`src/rtl/dmem_arb_pkg.sv`:
```
// dmem_arb_pkg: shared types and constants for the data-memory arbiter.
//   - arb_state_t : arbiter states (idle, waiting behind CPU, debug grant, ack)
//   - DEF_AW/DEF_DW : default address/data widths
//   - MODE_* : RAM access-size encodings carried on ram_mode
package dmem_arb_pkg;

    localparam int unsigned DEF_AW = 12;
    localparam int unsigned DEF_DW = 32;

    localparam logic [1:0] MODE_WORD = 2'b00;
    localparam logic [1:0] MODE_HALF = 2'b01;
    localparam logic [1:0] MODE_BYTE = 2'b10;

    typedef enum logic [1:0] {
        ST_IDLE,
        ST_WAIT,
        ST_GRANT,
        ST_ACK
    } arb_state_t;

endpackage

```
`src/rtl/dmem_arb_stats.sv`:
```
// dmem_arb_stats: two saturating 32-bit event counters for the arbiter.
// Only instantiated when DMEM_ARB_STATS_EN is defined.
// Ports:
//   clk, clr     : clock, asynchronous active-high reset (clears counters)
//   stall        : CPU stalled this cycle
//   grant_entry  : arbiter enters the debug grant state at the next edge
//   stall_cnt    : number of stalled cycles, saturating
//   dbg_cnt      : number of debug grants, saturating
module dmem_arb_stats (
    input  logic        clk,
    input  logic        clr,
    input  logic        stall,
    input  logic        grant_entry,
    output logic [31:0] stall_cnt,
    output logic [31:0] dbg_cnt
);

    always_ff @(posedge clk or posedge clr) begin
        if (clr) begin
            stall_cnt <= '0;
            dbg_cnt   <= '0;
        end else begin
            if (stall && (stall_cnt != '1)) stall_cnt <= stall_cnt + 32'd1;
            if (grant_entry && (dbg_cnt != '1)) dbg_cnt <= dbg_cnt + 32'd1;
        end
    end

endmodule

```
`src/rtl/dmem_arbiter.sv`:
```
// dmem_arbiter: shares the single data-memory port between the CPU load/store
// path (priority) and a read-only debug requester. A pending debug request
// waits at most MAXWAIT cycles behind CPU traffic, then takes the port for
// one cycle, stalling the CPU for that cycle if it was accessing memory.
// Optional statistics counters are built when DMEM_ARB_STATS_EN is defined;
// otherwise stat_* outputs are tied to zero.
// Ports:
//   clk, clr                      : clock, asynchronous active-high reset
//   cpu_req/we/addr/wdata/mode    : CPU access request
//   cpu_rdata, cpu_stall          : load data (from RAM), PC-hold request
//   dbg_req, dbg_addr             : debug read request (level, held until ack)
//   dbg_ack, dbg_rdata            : one-cycle ack pulse, registered read data
//   ram_addr/wdata/mode/we        : to RAM (synchronous write)
//   ram_rdata                     : from RAM (asynchronous read)
//   stat_stall_cnt, stat_dbg_cnt  : statistics (feature only)
module dmem_arbiter
    import dmem_arb_pkg::*;
#(
    parameter int unsigned AW      = DEF_AW,
    parameter int unsigned DW      = DEF_DW,
    parameter int unsigned MAXWAIT = 4
) (
    input  logic          clk,
    input  logic          clr,
    input  logic          cpu_req,
    input  logic          cpu_we,
    input  logic [AW-1:0] cpu_addr,
    input  logic [DW-1:0] cpu_wdata,
    input  logic [1:0]    cpu_mode,
    output logic [DW-1:0] cpu_rdata,
    output logic          cpu_stall,
    input  logic          dbg_req,
    input  logic [AW-1:0] dbg_addr,
    output logic          dbg_ack,
    output logic [DW-1:0] dbg_rdata,
    output logic [AW-1:0] ram_addr,
    output logic [DW-1:0] ram_wdata,
    output logic [1:0]    ram_mode,
    output logic          ram_we,
    input  logic [DW-1:0] ram_rdata,
    output logic [31:0]   stat_stall_cnt,
    output logic [31:0]   stat_dbg_cnt
);

    localparam int unsigned CW = $clog2(MAXWAIT + 1);

    arb_state_t    state, state_next;
    logic [CW-1:0] cnt, cnt_next;
    logic          in_grant;

    always_ff @(posedge clk or posedge clr) begin
        if (clr) begin
            state <= ST_IDLE;
            cnt   <= '0;
        end else begin
            state <= state_next;
            cnt   <= cnt_next;
        end
    end

    always_comb begin
        state_next = state;
        cnt_next   = cnt;
        case (state)
            ST_IDLE: begin
                if (dbg_req) begin
                    if (cpu_req) begin
                        state_next = ST_WAIT;
                        cnt_next   = CW'(1);
                    end else begin
                        state_next = ST_GRANT;
                    end
                end
            end
            ST_WAIT: begin
                if (!dbg_req) begin
                    state_next = ST_IDLE;
                    cnt_next   = '0;
                end else if (!cpu_req || (cnt == CW'(MAXWAIT))) begin
                    state_next = ST_GRANT;
                end else begin
                    cnt_next = cnt + 1'b1;
                end
            end
            ST_GRANT: state_next = ST_ACK;
            ST_ACK: begin
                state_next = ST_IDLE;
                cnt_next   = '0;
            end
            default: begin
                state_next = ST_IDLE;
                cnt_next   = '0;
            end
        endcase
    end

    // Port mux decodes the registered state only, so the asynchronous reset
    // hands the RAM back to the CPU and drops the stall immediately.
    assign in_grant = (state == ST_GRANT);

    always_comb begin
        ram_addr  = cpu_addr;
        ram_wdata = cpu_wdata;
        ram_mode  = cpu_mode;
        ram_we    = cpu_req & cpu_we;
        cpu_stall = 1'b0;
        if (in_grant) begin
            ram_addr  = dbg_addr;
            ram_mode  = MODE_WORD;
            ram_we    = 1'b0;
            cpu_stall = cpu_req;
        end
    end

    assign cpu_rdata = ram_rdata;
    assign dbg_ack   = (state == ST_ACK);

    always_ff @(posedge clk or posedge clr) begin
        if (clr) begin
            dbg_rdata <= '0;
        end else if (in_grant) begin
            dbg_rdata <= ram_rdata;
        end
    end

`ifdef DMEM_ARB_STATS_EN
    dmem_arb_stats u_stats (
        .clk         (clk),
        .clr         (clr),
        .stall       (cpu_stall),
        .grant_entry (state_next == ST_GRANT),
        .stall_cnt   (stat_stall_cnt),
        .dbg_cnt     (stat_dbg_cnt)
    );
`else
    assign stat_stall_cnt = '0;
    assign stat_dbg_cnt   = '0;
`endif

endmodule

```
`config.mk`:
```
export PLATFORM = sky130hd
export DESIGN_NAME = dmem_arbiter
export DESIGN_NICKNAME = d
export VERILOG_FILES = /design/src/rtl/dmem_arb_pkg.sv /design/src/rtl/dmem_arb_stats.sv /design/src/rtl/dmem_arbiter.sv
export SDC_FILE = /design/constraint.sdc
export NUM_CORES = 1
export LEC_CHECK = 0
export CAP_MARGIN = 0
export CORE_AREA = 3 3 105 107
export CTS_CLUSTER_SIZE = 16
export DETAILED_ROUTE_END_ITERATION = 7
export DIE_AREA = 0 0 108 110
export PLACE_DENSITY = 0.7
export SYNTH_ARGS = -nofsm -noshare
export SYNTH_HDL_FRONTEND = slang
export SYNTH_HIERARCHICAL = 1
export SYNTH_SLANG_ARGS = --single-unit
export TNS_END_PERCENT = 30
```
`constraint.sdc`:
```
create_clock -name clk -period 4.3 [get_ports clk]
set_clock_uncertainty 0.2 [all_clocks]
set_input_delay 0.86 -clock clk [delete_from_list [all_inputs] [get_ports clk]]
set_output_delay 0.86 -clock clk [all_outputs]
set_load 0.005 [all_outputs]
```
==> notes.md <==
Physical implementation.

- The flow ran to the end, and the final reports show no timing, DRC or antenna violations.
- Hold analysis shows the worst path with a depth of 1.
- The start point of the critical path is cpu_req.
- Summed over all sequential cells, the power is 0.623 mW.
- The post-synthesis cell type with the largest combined area is sky130_fd_sc_hd__buf_4.
- The clock group share of total power is 16.2%.
- The via count of the first global-routing pass was 1,762.
- The count of final max-slew check failures is 0.
- The worst-case reg-to-reg setup slack stands at around 2.2 ns.
- The maximum single-stage delay on the critical path is ~0.65 ns.
- The cell chosen for the clock root is sky130_fd_sc_hd__clkbuf_8.
- The biggest fanout along the worst timing path is 10.
- TritonRoute reported its final design rule violation total as 0.
- The logic depth of the worst setup path including buffers is 4.
- The total of flip-flops plus latches after synthesis is 37.
- In the post-synthesis netlist, the cell with the most instances is sky130_fd_sc_hd__buf_4.
- The final critical-path share of the clock period is about three quarters.
- The endpoint of the worst hold path is dbg_rdata[27].
- The inverter tally of the final layout excluding the clock network is 4.
- The static power due to leakage is 1.57 nW.
- Counting flops per register, the top entry is dbg_rdata.
- The report counts max-capacitance violations totalling 0.
- The multi-input combinational area share is between 20% and 30%.
- The cell count after synthesis is around 250.
- A synthesized cell averages 10.6 um^2.
- The sum of negative setup slack is 0 ns.
- The commonest register cell is sky130_fd_sc_hd__dfrtp_1.
- The cell-mix breakdown from Yosys lists the simple-gate area share as around 4.2%.
- The number of rows in the core area is 37.
- Of all the cell area in the finished design, the clock network holds 3.18%.
- The number of buffers other than clock buffers in the final layout is 146.
- The number of antenna violations at the first check in global routing is 0.
- The power drawn by the clock network is 0.312 mW.
- The fraction of met2 tracks used by global routing is 19.2%.
- Per the OpenROAD floorplan log, the height of the die is 110 um.
- The synthesis run shows the most used standard cells to be sky130_fd_sc_hd__buf_4, sky130_fd_sc_hd__mux2_2, sky130_fd_sc_hd__dfrtp_1.
- The mux cell area share after synthesis is 19.4%.
- The post-detailed-route via-to-cell ratio is 3.75.
- The maximum achievable frequency is roughly 310 MHz.
- The internal cell power is ~1.4 mW.
- The final critical path time including I/O delays and setup is 3.25 ns.
- In the detailed route, the total length drawn on met2 is 3.30 mm.
- The met3 track demand over resource in global routing is about 3.1%.
- The global-route wire length before repair is ~8.6 mm.
- The synthesized-area fraction occupied by adder cells is 0.927%.
- The first detailed-routing pass ran for 2 iterations.
- The flip-flop count of the largest register after layout is 32.
- The floorplan step defined a core boundary enclosing 0.0102 mm^2.
- The number of placed I/O pins is 272.
- Post-CTS repair changed the size of 0 cells.
- The library cell used most frequently in the layout, excluding fill and tap cells, is sky130_fd_sc_hd__clkdlybuf4s50_1.
- The number of cells on the worst reg-to-reg path is 3.
- The number of antenna diodes in the final layout is 0.
- The synthesized netlist occupies a cell area of 0.00270 mm^2.
- The number of nets in the final layout is around 430.
- The final non-filler cell area is 0.00365 mm^2.
- For this run, global-route usage on met1 was measured as 8.48%.
==> images/placement_by_type.png <==
Fill, decap, tap and diode cells in gray.
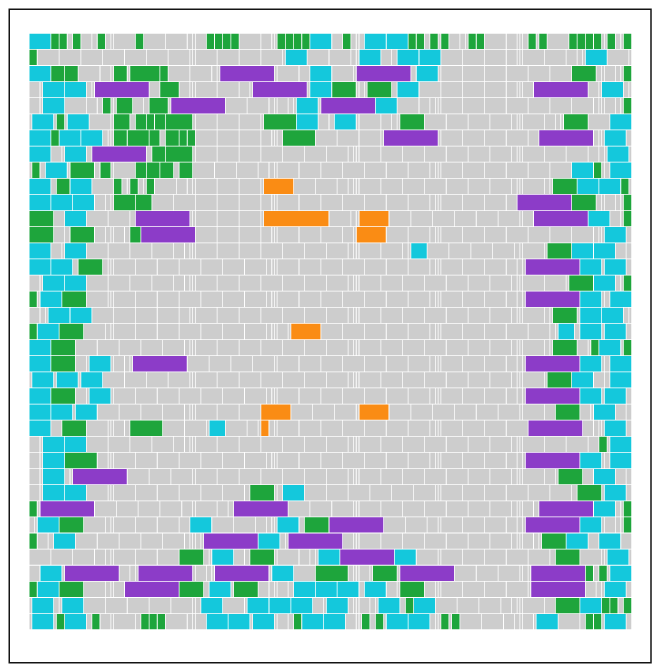
| color | class | cells | share of their area |
|---|---|---|---|
| cyan | remaining buffers and delay cells | 146 | 42% |
| purple | sequential cells | 37 | 27% |
| green | combinational and other logic | 145 | 28% |
| orange | clock drivers and dummy loads | 8 | 3.3% |

==> images/layer_met1.png <==
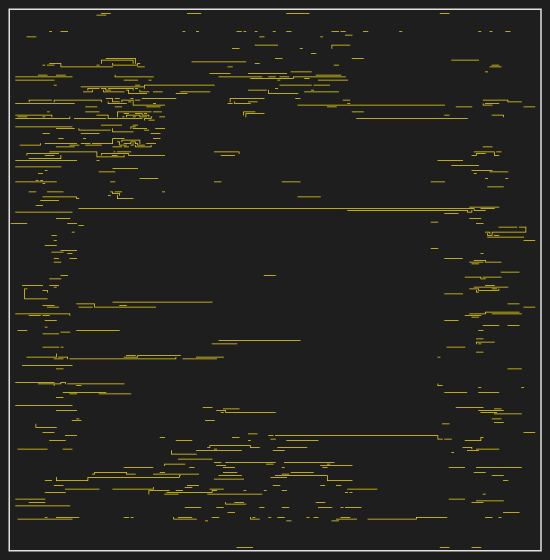
nets with wire on the layer: 290
longest straight run: 80.5 um
share of all routed wire: 31%

==> images/clocks.png <==
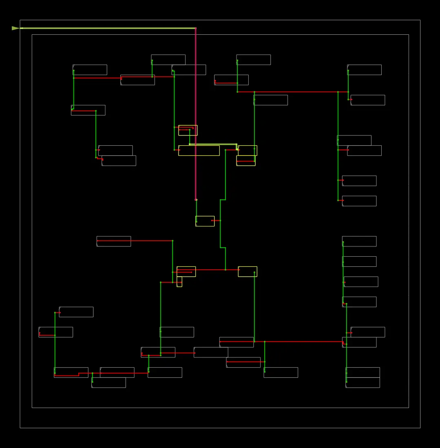
number of flip-flops and latches: 37
number of clock sinks: 37
clkbuf count: 7
number of buffers inserted during clock tree synthesis: 5

Power figures rest on the tool's default switching activity, not on a simulated workload.
